$ cat config.mk
export PLATFORM = sky130hd
export DESIGN_NAME = game_sequencer
export DESIGN_NICKNAME = d
export VERILOG_FILES = /design/src/rtl/game_pkg.sv /design/src/rtl/flap_debounce.sv /design/src/rtl/game_sequencer.sv
export SDC_FILE = /design/constraint.sdc
export NUM_CORES = 1
export LEC_CHECK = 0
export CAP_MARGIN = 40
export CORE_ASPECT_RATIO = 0.5
export CORE_MARGIN = 5
export CORE_UTILIZATION = 49
export CTS_CLUSTER_SIZE = 8
export DETAILED_ROUTE_END_ITERATION = 16
export PLACE_DENSITY = 0.76
export SLEW_MARGIN = 20
export SYNTH_ARGS = -nofsm -noshare
export SYNTH_HDL_FRONTEND = slang
export SYNTH_SLANG_ARGS = --single-unit
$ cat constraint.sdc
create_clock -name clk_100MHz -period 2.02 [get_ports clk_100MHz]
set_clock_uncertainty 0.15 [all_clocks]
set_input_delay 0.202 -clock clk_100MHz [delete_from_list [all_inputs] [get_ports clk_100MHz]]
set_output_delay 0.202 -clock clk_100MHz [all_outputs]
set_load 0.05 [all_outputs]
$ cat src/rtl/game_pkg.sv
// Shared types and helpers for the Flappy Bruin game-flow controller.
//   game_state_t : FSM phase encoding, exported on the state port
//   BCD_W        : bits per BCD digit
//   bcd_inc      : saturating BCD increment over the low `digits` digits
//   bcd_gt       : magnitude compare of two packed BCD values
package game_pkg;

  typedef enum logic [2:0] {
    IDLE  = 3'd0,
    READY = 3'd1,
    PLAY  = 3'd2,
    HIT   = 3'd3,
    OVER  = 3'd4
  } game_state_t;

  localparam int BCD_W          = 4;
  localparam int BCD_MAX_DIGITS = 8;

  // Ripple a +1 through the digits; an all-9s value is returned unchanged.
  function automatic logic [BCD_W*BCD_MAX_DIGITS-1:0] bcd_inc(
    input logic [BCD_W*BCD_MAX_DIGITS-1:0] v,
    input int                              digits
  );
    logic [BCD_W*BCD_MAX_DIGITS-1:0] r;
    logic                            carry;
    logic                            all9;
    r     = v;
    carry = 1'b1;
    all9  = 1'b1;
    for (int i = 0; i < BCD_MAX_DIGITS; i++) begin
      if (i < digits) begin
        if (v[i*BCD_W +: BCD_W] != 4'd9) all9 = 1'b0;
        if (carry) begin
          if (v[i*BCD_W +: BCD_W] == 4'd9) begin
            r[i*BCD_W +: BCD_W] = 4'd0;
          end else begin
            r[i*BCD_W +: BCD_W] = v[i*BCD_W +: BCD_W] + 4'd1;
            carry               = 1'b0;
          end
        end
      end
    end
    return all9 ? v : r;
  endfunction

  // Valid BCD digits keep their numeric order, so packed BCD compares as
  // a plain unsigned number.
  function automatic logic bcd_gt(
    input logic [BCD_W*BCD_MAX_DIGITS-1:0] a,
    input logic [BCD_W*BCD_MAX_DIGITS-1:0] b
  );
    return a > b;
  endfunction

endpackage

$ cat src/rtl/flap_debounce.sv
// Flap button conditioning: 2-flop synchronizer, frame-rate sampling debounce
// and a registered rising-edge pulse.
//   clk_100MHz : system clock
//   rst_n      : asynchronous active-low reset
//   btn        : raw asynchronous button
//   frame_tick : one-cycle sample strobe
//   flap       : debounced level, changes after DEBOUNCE_FRAMES equal samples
//   flap_pulse : one cycle, coincident with the flap 0->1 edge
module flap_debounce
  import game_pkg::*;
#(
  parameter int DEBOUNCE_FRAMES = 3
) (
  input  logic clk_100MHz,
  input  logic rst_n,
  input  logic btn,
  input  logic frame_tick,
  output logic flap,
  output logic flap_pulse
);

  localparam int CW = $clog2(DEBOUNCE_FRAMES + 1);

  logic          sync1_q, sync2_q;
  logic          samp_q, samp_d;
  logic [CW-1:0] cnt_q, cnt_d;
  logic          flap_q, flap_d;
  logic          pulse_q;

  // NOTE: every variable gets its hold value first so no path leaves it
  // unassigned; that is what keeps this combinational block latch-free.
  always_comb begin
    samp_d = samp_q;
    cnt_d  = cnt_q;
    flap_d = flap_q;
    if (frame_tick) begin
      samp_d = sync2_q;
      if (sync2_q != samp_q) begin
        cnt_d = CW'(1);
      end else if (cnt_q != CW'(DEBOUNCE_FRAMES)) begin
        cnt_d = cnt_q + CW'(1);
      end
      if (cnt_d == CW'(DEBOUNCE_FRAMES)) flap_d = sync2_q;
    end
  end

  // NOTE: sequential state uses non-blocking assignments so every flop
  // samples pre-edge values; sync2_q must see the old sync1_q.
  always_ff @(posedge clk_100MHz or negedge rst_n) begin
    if (!rst_n) begin
      sync1_q <= 1'b0;
      sync2_q <= 1'b0;
      samp_q  <= 1'b0;
      cnt_q   <= '0;
      flap_q  <= 1'b0;
      pulse_q <= 1'b0;
    end else begin
      sync1_q <= btn;
      sync2_q <= sync1_q;
      samp_q  <= samp_d;
      cnt_q   <= cnt_d;
      flap_q  <= flap_d;
      pulse_q <= flap_d & ~flap_q;
    end
  end

  assign flap       = flap_q;
  assign flap_pulse = pulse_q;

endmodule

$ cat src/rtl/game_sequencer.sv
// Flappy Bruin game-flow controller: 60 Hz frame divider, flap debounce,
// IDLE/READY/PLAY/HIT/OVER sequencing and BCD score keeping.
//   inputs : clk_100MHz, rst_n (async, active low), btn, pipe_passed,
//            collide, floor_hit
//   outputs: frame_tick, flap, flap_pulse, game_start, lose, state,
//            score, high_score, new_record
// Build option: define GAME_HISCORE_EN to keep a high score across games;
// otherwise high_score and new_record are tied to 0.
module game_sequencer
  import game_pkg::*;
#(
  parameter int FRAME_DIV       = 1_666_667,
  parameter int DEBOUNCE_FRAMES = 3,
  parameter int READY_FRAMES    = 60,
  parameter int HIT_FRAMES      = 90,
  parameter int SCORE_DIGITS    = 3
) (
  input  logic                          clk_100MHz,
  input  logic                          rst_n,
  input  logic                          btn,
  input  logic                          pipe_passed,
  input  logic                          collide,
  input  logic                          floor_hit,
  output logic                          frame_tick,
  output logic                          flap,
  output logic                          flap_pulse,
  output logic                          game_start,
  output logic                          lose,
  output logic [2:0]                    state,
  output logic [BCD_W*SCORE_DIGITS-1:0] score,
  output logic [BCD_W*SCORE_DIGITS-1:0] high_score,
  output logic                          new_record
);

  localparam int SW     = BCD_W * SCORE_DIGITS;
  localparam int DIV_W  = $clog2(FRAME_DIV + 1);
  localparam int PH_MAX = (READY_FRAMES > HIT_FRAMES) ? READY_FRAMES : HIT_FRAMES;
  localparam int PH_W   = $clog2(PH_MAX + 1);
  localparam int FW     = BCD_W * BCD_MAX_DIGITS;

  logic [DIV_W-1:0] div_q;
  logic             tick_q;
  game_state_t      state_q, state_d;
  logic [PH_W-1:0]  phase_q;
  logic             start_q, start_d;
  logic             lose_q, lose_d;
  logic [SW-1:0]    score_q;
  logic             flap_pulse_w;
  logic             hit_w;
  logic             enter_hit;
  logic             enter_ready;

  // Frame divider: the tick is high in the cycle the count is back at 0.
  always_ff @(posedge clk_100MHz or negedge rst_n) begin
    if (!rst_n) begin
      div_q  <= '0;
      tick_q <= 1'b0;
    end else if (div_q == DIV_W'(FRAME_DIV - 1)) begin
      div_q  <= '0;
      tick_q <= 1'b1;
    end else begin
      div_q  <= div_q + DIV_W'(1);
      tick_q <= 1'b0;
    end
  end

  flap_debounce #(
    .DEBOUNCE_FRAMES(DEBOUNCE_FRAMES)
  ) u_flap (
    .clk_100MHz(clk_100MHz),
    .rst_n     (rst_n),
    .btn       (btn),
    .frame_tick(tick_q),
    .flap      (flap),
    .flap_pulse(flap_pulse_w)
  );

  assign hit_w = collide | floor_hit;

  always_comb begin
    state_d = state_q;
    unique case (state_q)
      IDLE:  if (flap_pulse_w) state_d = READY;
      READY: if (tick_q && phase_q == PH_W'(READY_FRAMES - 1)) state_d = PLAY;
      PLAY:  if (hit_w) state_d = HIT;
      HIT:   if (tick_q && phase_q == PH_W'(HIT_FRAMES - 1)) state_d = OVER;
      OVER:  if (flap_pulse_w) state_d = IDLE;
      default: state_d = IDLE;
    endcase
    // Enables are registered from the next state so they leave flops directly.
    start_d = (state_d == PLAY) || (state_d == HIT) || (state_d == OVER);
    lose_d  = (state_d == HIT) || (state_d == OVER);
  end

  assign enter_hit   = (state_q == PLAY) && (state_d == HIT);
  assign enter_ready = (state_q == IDLE) && (state_d == READY);

  always_ff @(posedge clk_100MHz or negedge rst_n) begin
    if (!rst_n) begin
      state_q <= IDLE;
      start_q <= 1'b0;
      lose_q  <= 1'b0;
      phase_q <= '0;
    end else begin
      state_q <= state_d;
      start_q <= start_d;
      lose_q  <= lose_d;
      if (state_d != state_q) begin
        phase_q <= '0;
      end else if (tick_q && (state_q == READY || state_q == HIT)) begin
        phase_q <= phase_q + PH_W'(1);
      end
    end
  end

  // A hit in the same cycle as pipe_passed suppresses the increment.
  always_ff @(posedge clk_100MHz or negedge rst_n) begin
    if (!rst_n) begin
      score_q <= '0;
    end else if (enter_ready) begin
      score_q <= '0;
    end else if (state_q == PLAY && pipe_passed && !hit_w) begin
      score_q <= SW'(bcd_inc(FW'(score_q), SCORE_DIGITS));
    end
  end

`ifdef GAME_HISCORE_EN
  logic [SW-1:0] high_q;
  logic          record_q;

  // The score is frozen on the hit cycle, so it is final at HIT entry.
  always_ff @(posedge clk_100MHz or negedge rst_n) begin
    if (!rst_n) begin
      high_q   <= '0;
      record_q <= 1'b0;
    end else if (enter_hit && bcd_gt(FW'(score_q), FW'(high_q))) begin
      high_q   <= score_q;
      record_q <= 1'b1;
    end else if (enter_ready) begin
      record_q <= 1'b0;
    end
  end

  assign high_score = high_q;
  assign new_record = record_q;
`else
  assign high_score = '0;
  assign new_record = 1'b0;
`endif

  assign frame_tick = tick_q;
  assign flap_pulse = flap_pulse_w;
  assign game_start = start_q;
  assign lose       = lose_q;
  assign state      = state_q;
  assign score      = score_q;

endmodule

==> run_1/gate_families.png <==
The bar under the picture is 20 um long.
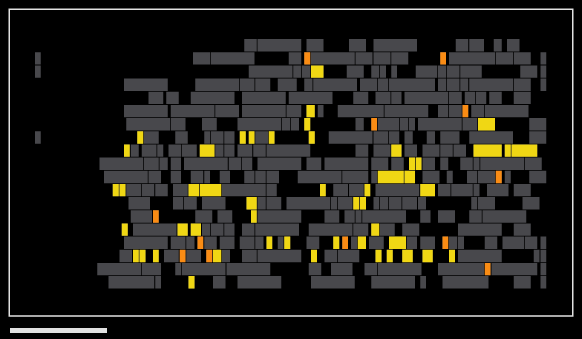
family	colour	cells
inverters	orange	12
NOR gates	yellow	50

==> run_1/registers.png <==
The bar under the picture is 20 um long. Other sequential cells in the stronger grey, the rest of the logic in the fainter grey.
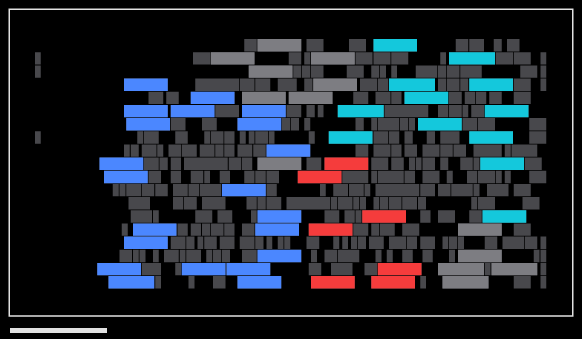
signal	colour	sequential cells
`div_q`	blue	21
`score`	cyan	12
`phase_q`	red	7
not coloured	13

==> flow_summary.json, run 1 <==
{
  "timing.critical_path.to_type": "output port",
  "layout.cell_area.non_filler_um2": 3412,
  "critical_path.endpoint": "score[10]",
  "worstSkewPairLatency_ps": 290,
  "worst_hold_path_type": "input pin to register",
  "outcome": "completed",
  "synthSimpleGateAreaFrac_pct": 23.59,
  "synth_sequential_area_ratio_pct": 48.09,
  "globalplace.congestion": 0.8219,
  "regToRegEndpoint": "div_q[19]",
  "cts_buffers": 5,
  "min_delay_path_depth": 1,
  "synthXorXnorAreaFrac_pct": 7.623,
  "max_cap_viol_count": 0,
  "tool_warnings": 31,
  "mux_share_pct": 1.497,
  "grt_usage_pct": 16.95,
  "netSwitchingFraction_pct": 21.30,
  "ff_type": "dfrtp_1",
  "clockRootBuffer": "clkbuf_16",
  "remaining_drc_errors": 0,
  "layout_setup_ws_ps": 81.08,
  "crit_chain": "clkdlybuf4s50_1",
  "post_route_cells_drive_above_1_share_pct": 17.48,
  "gr_layer_usage_met3_pct": 4.352,
  "finalHoldViolations": 0,
  "die.size.x_um": 116.1,
  "worst_slew_margin_rel_pct": 56.14,
  "vias": 2205,
  "globalRoute.totalOverflow": 0,
  "io_pins": 39,
  "total_leakage_power_nw": 1.539,
  "number_of_antenna_violations_at_the_first_check_in_global_routing": 0,
  "r2r_start": "div_q[9]",
  "detail-route-antenna-nets": 0,
  "met2WireLength_um": 3054,
  "worst_path_largest_cell_delay_ps": 840,
  "fa_ha_area_share_pct": 4.537
}
==> run_1/cell_classes.png <==
The bar under the picture is 20 um long. Fill, decap, tap and diode cells in grey.
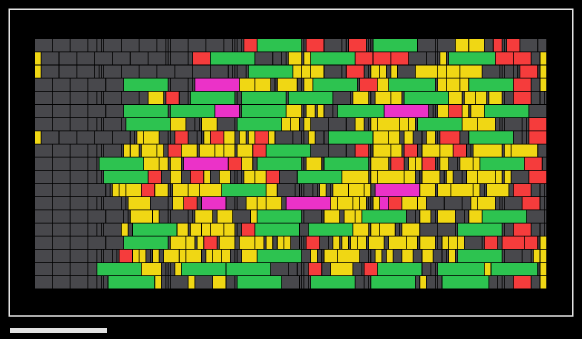
class	colour	cells	share of their area
clock drivers and dummy loads	magenta	8	4.7%
flip-flops	green	53	40%
all other logic	yellow	212	41%
other buffers and delay cells	red	53	14%

==> run 1: cell usage after synthesis (3+ instances only) <==
cell type  number  share of area, %
ha_1           10               4.5
inv_1          12               1.6
clkbuf_1        5              0.68
mux2i_1         3               1.1
or4_1           4               1.1
o31ai_1         5               1.4
nand4_1        12               2.7
nor3_1          6               1.1
xnor2_1        11               3.5
o21ai_0         3              0.54
nand3_1        10               1.8
nor2b_1         4              0.91
nor4_1          5               1.1
a21oi_1        12               2.2
xor2_1         13               4.1
dfrtp_1        53                48
buf_4          14               3.8
nand2_1        20               2.7
nor4b_1         3              0.95
nor2_1         29               3.9
and3b_1         3              0.95
==> run 1: registers in the layout, summed over array words and instances, names as in the netlist, 2 cells and up <==
signal        cells
u_flap.cnt_q      2
div_q            21
score            12
state             3
phase_q           7
==> run 1: layout make-up <==
class / instances / area, um2
Fill cell: 411 / 2056
Sequential cell: 53 / 1335
Multi-Input combinational cell: 200 / 1326
Timing Repair Buffer: 53 / 456.7
Clock buffer: 7 / 152.6
Tap cell: 73 / 91.34
Inverter: 12 / 45.04
Clock inverter: 1 / 5.005
==> run 1: power by group through the flow <==
stage,clock network (mW),registers [mW],logic (mW)
after floorplan,0,1.08,0.0739
after global placement,0,1.08,0.0855
after detailed placement,0,1.08,0.0865
after CTS,0.906,1.06,0.0879
after global routing,0.954,1.06,0.0948
final,0.880,1.06,0.0870
==> run 1: per-stage QoR <==
step | util (%) | std cells | hold slack [ps] | total power, mW
after CTS | 61.08 | 393 | 198.0 | 2.058
after floorplan | - | 288 | -243.6 | 1.158
after global placement | 58.01 | 384 | 182.5 | 1.170
after detailed placement | 58.01 | 384 | 196.4 | 1.171
final | 62.40 | 399 | 202.8 | 2.032
after global routing | 62.40 | 399 | 212.5 | 2.112
==> run 2, diff against run 1 <==
--- a/config.mk
+++ b/config.mk
@@ -8,11 +8,12 @@
 export CAP_MARGIN = 40
 export CORE_ASPECT_RATIO = 0.5
 export CORE_MARGIN = 5
-export CORE_UTILIZATION = 49
+export CORE_UTILIZATION = 50
 export CTS_CLUSTER_SIZE = 8
 export DETAILED_ROUTE_END_ITERATION = 16
-export PLACE_DENSITY = 0.76
+export PLACE_DENSITY = 0.77
 export SLEW_MARGIN = 20
 export SYNTH_ARGS = -nofsm -noshare
 export SYNTH_HDL_FRONTEND = slang
+export SYNTH_HIERARCHICAL = 1
 export SYNTH_SLANG_ARGS = --single-unit
==> run_2/cell_classes.png <==
The bar under the picture is 20 um long. Fill, decap, tap and diode cells in grey.
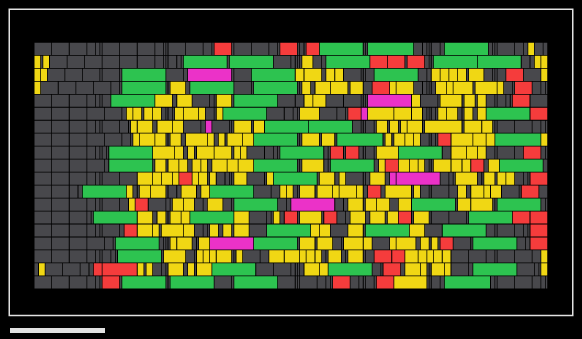
class	colour	cells	share of their area
other buffers and delay cells	red	40	11%
flip-flops	green	53	40%
clock drivers and dummy loads	magenta	8	4.1%
all other logic	yellow	226	45%

==> run_2/metal_stack.png <==
The bar under the picture is 20 um long.
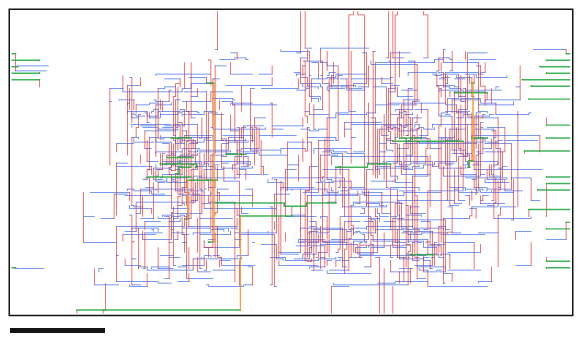
layer	colour	wire length
met4	orange	77.5 um
met1	blue	2570 um
met2	red	2810 um
met3	green	289 um

==> run 2 against run 1 <==
  * First-iteration DRC count shrank 47%
  * Hold slack lost 3.5 ps
  * Largest cell class is now multi-input combinational cells
  * Critical path type unchanged
  * Critical path depth is the same
  * Sequential cell count is the same
  * Via count grew 2.3%
  * Clock-buffer cell count grew 1
  * Total power shrank 2.7%
  * Largest power group unchanged
  * Sequential share of layout area shrank 0.37 points
  * Synthesized cell count grew 3.3%
  * Final cell count grew 0.25%
==> flow_summary.json, run 2 <==
{
  "worstSkewPairLatency_ps": 290,
  "place_inst": 391,
  "outcome": "completed",
  "post_route_cells_drive_above_1_share_pct": 14.07,
  "floorplan.tapcells": 73,
  "tool_warnings": 31,
  "critical_path.endpoint": "state[1]",
  "ff_type": "dfrtp_1",
  "netlist_top_cells_count": "dfrtp_1, nand3_1, nor2_1",
  "layout.clock.cell_area_share_pct": 3.971,
  "finalHoldViolations": 0,
  "detail-route-antenna-nets": 0,
  "comb_area_share_pct": 42.55,
  "grt_usage_pct": 16.05,
  "max_cap_viol_count": 0,
  "number_of_antenna_violations_at_the_first_check_in_global_routing": 0,
  "flop-count": 53,
  "worst_hold_path_type": "register to register",
  "layout_setup_ws_ps": 81.64,
  "vias": 2255,
  "fin_hold_ws_ps": 199.3,
  "largest_class": "multi-input combinational cells",
  "post-synth-top-count-cell": "dfrtp_1",
  "worst_path_largest_cell_delay_ps": 830,
  "seq-cell-share_pct": 38.76,
  "globalRoute.totalOverflow": 0,
  "remaining_drc_errors": 0,
  "nMultiInputCombCells": 213,
  "fillerInstances": 446,
  "crit_chain": "clkdlybuf4s50_1",
  "synthTopCellsByArea": "dfrtp_1, xnor2_1, ha_1",
  "io_pins": 39,
  "synth_sequential_area_ratio_pct": 45.63,
  "globalplace.congestion": 0.8471,
  "regToRegEndpoint": "score[10]",
  "min_delay_path_depth": 0,
  "layout.nonclk_buf_share_pct": 10.64,
  "n_all_inverters": 13
}
-- run 2: cell count changes in the layout (fill, tap and decap cells not counted), sizes merged, moves of 5 or more --
cell,previous run,this run
or3,2,7
nor2,29,21
xnor2,11,16
buf,31,18
xor2,13,6
o21ai,3,10
nand3,10,23
nand2,20,15
-- run 2: metrics by stage --
stage	cell area, um2	util (%)
after floorplan	2957	-
after global placement	3274	58.86
after global routing	3435	61.74
final	3435	61.74
after detailed placement	3274	58.86
after CTS	3421	61.49
-- run 2: what timing repair did --
item | in CTS | in global routing
hold endpoints to repair | 53 | 0
endpoints found under the setup margin | 0 | 8
hold buffers | 1 | 0
gates resized | 0 | 6
-- run 2: kinds of logic after synthesis --
group | after synthesis | synth area share (%)
buffers and inverters | 31 | 6.113
other | 1 | 0.1290
AND-OR/OR-AND | 43 | 9.858
XOR/XNOR | 22 | 6.629
adder cells (fa/ha/maj) | 10 | 4.305
flip-flops | 53 | 45.63
AND/OR/NAND/NOR | 121 | 25.91
multiplexers | 4 | 1.421
-- run 2: power groups by stage --
stage / clock, mW / combinational [mW] / sequential, mW
2_1_floorplan: 0 / 0.0736 / 1.08
3_3_place_gp: 0 / 0.0890 / 1.08
3_5_place_dp: 0 / 0.0899 / 1.08
4_1_cts: 0.841 / 0.0916 / 1.06
5_1_grt: 0.885 / 0.0980 / 1.06
6_report: 0.822 / 0.0903 / 1.06
-- run 2: layer usage --
| metal | track usage [%] | vias to the layer above |
|---|---|---|
| met1 | 19.72 | 1098 |
| met2 | 28.17 | 60 |
| li1 | - | 1088 |
| met4 | 5.579 | 0 |
| met5 | 0 | - |
| met3 | 3.789 | 9 |
==> run 3, diff against run 2 <==
--- a/config.mk
+++ b/config.mk
@@ -9,6 +9,7 @@
 export CORE_ASPECT_RATIO = 0.5
 export CORE_MARGIN = 5
 export CORE_UTILIZATION = 50
+export CTS_CLUSTER_DIAMETER = 200
 export CTS_CLUSTER_SIZE = 8
 export DETAILED_ROUTE_END_ITERATION = 16
 export PLACE_DENSITY = 0.77
==> run_3/final_placement.png <==
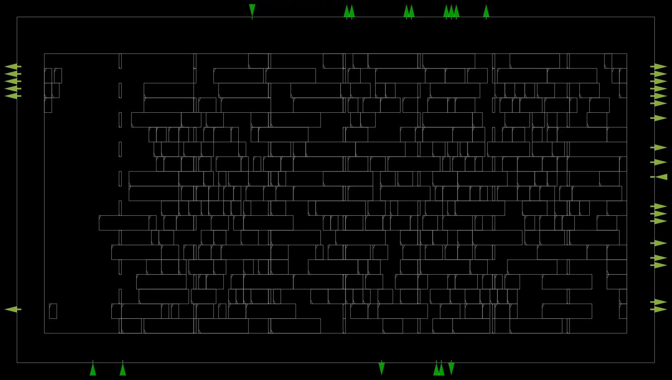
post-route insts no fill: 400
number of sequential cells in the layout: 53

==> run_3/registers.png <==
The bar under the picture is 20 um long. Other sequential cells in the stronger grey, the rest of the logic in the fainter grey.
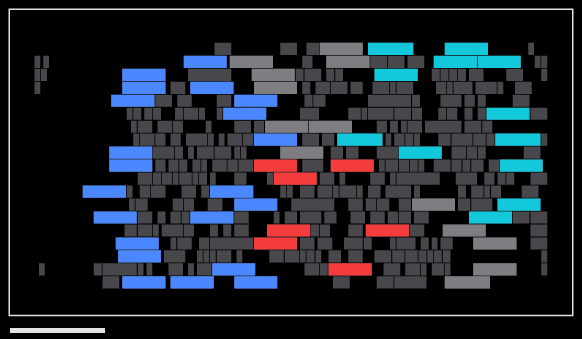
sequential cell power: 1.06 mW
register cell area after layout: 1331 um2

==> run 3 against run 2 <==
  * Global-route usage did not move
  * Maximum frequency unchanged
  * Largest cell class unchanged
  * Cell area stayed put
  * Non-clock buffer count is the same
  * Sequential power hardly changed
  * Worst setup slack unchanged
  * Core utilization stayed put
  * Register-to-register slack about the same
  * Sequential share of layout area stayed put
  * First-iteration DRC count unchanged
  * Via count unchanged
==> flow_summary.json, run 3 <==
{
  "layout.area.comb_um2": 1461,
  "die.size.x_um": 117.8,
  "power.clock.total_mw": 0.822,
  "layout.clock.cell_area_share_pct": 3.971,
  "finish.utilization_pct": 61.74,
  "layout_setup_ws_ps": 81.64,
  "netlist_top_cells_count": "dfrtp_1, nand3_1, nor2_1",
  "timing.critical_path.to_type": "output port",
  "globalplace.congestion": 0.8471,
  "vias": 2255,
  "netlist.top_cell.by_area": "dfrtp_1",
  "worstSkewPairLatency_ps": 290,
  "synthDominantCellAreaShare_pct": 45.63,
  "power.group.top": "sequential cells",
  "n_all_inverters": 13,
  "worst_path_largest_cell_delay_ps": 830,
  "outcome": "completed",
  "clockRootBuffer": "clkbuf_16",
  "nClkBuffers": 8,
  "grt_usage_pct": 16.05,
  "remaining_drc_errors": 0
}
==> run 3: cell counts after synthesis <==
No cell type changed its count.
==> run 3: final timing paths <==
path / slack, ps / endpoint / from / cells after the start
setup / recovery: 80 / state[1] / state[1] / 1
hold / removal: 200 / u_flap/sync2_q / u_flap/sync1_q / 0
setup reg to reg: 100 / score[10] / score[1] / 6
hold reg to reg: 200 / u_flap/sync2_q / u_flap/sync1_q / 0
max in group asynchronous: 1180 / state[1] / rst_n / 3
min in group asynchronous: 270 / div_q[0] / rst_n / 3
==> run 3: per-stage QoR <==
step	hold WS, ps	instances
2_1_floorplan	-243.6	297
3_3_place_gp	61.15	391
3_5_place_dp	65.87	391
4_1_cts	199.3	400
5_1_grt	204.9	400
6_report	199.3	400
==> run 3: layer usage <==
| layer | track usage [%] | vias up | share of wire, % |
|---|---|---|---|
| li1 | - | 1088 | - |
| met1 | 19.72 | 1098 | 45 |
| met2 | 28.17 | 60 | 49 |
| met3 | 3.789 | 9 | 5.0 |
| met4 | 5.579 | 0 | 1.3 |
| met5 | 0 | - | 0 |
==> run 3: kinds of logic (layout without fill, tap and decap cells) <==
| kind of cell | count (synthesis) | after routing | synth area share (%) |
|---|---|---|---|
| flops | 53 | 53 | 45.63 |
| buf+inv | 31 | 61 | 6.113 |
| simple gates | 121 | 121 | 25.91 |
| other cells | 1 | 13 | 0.1290 |
| compound gates | 43 | 43 | 9.858 |
| mux | 4 | 4 | 1.421 |
| fa+ha+maj | 10 | 10 | 4.305 |
| xor+xnor | 22 | 22 | 6.629 |
==> run 3: what timing repair did <==
| item | 4_1_cts | 5_1_grt |
|---|---|---|
| hold endpoints to repair | 53 | 0 |
| resized | 0 | 6 |
| hold buffers | 1 | 0 |
| setup endpoints to repair | 0 | 8 |
No activity file was given, so power comes from the tool's default toggle rates.
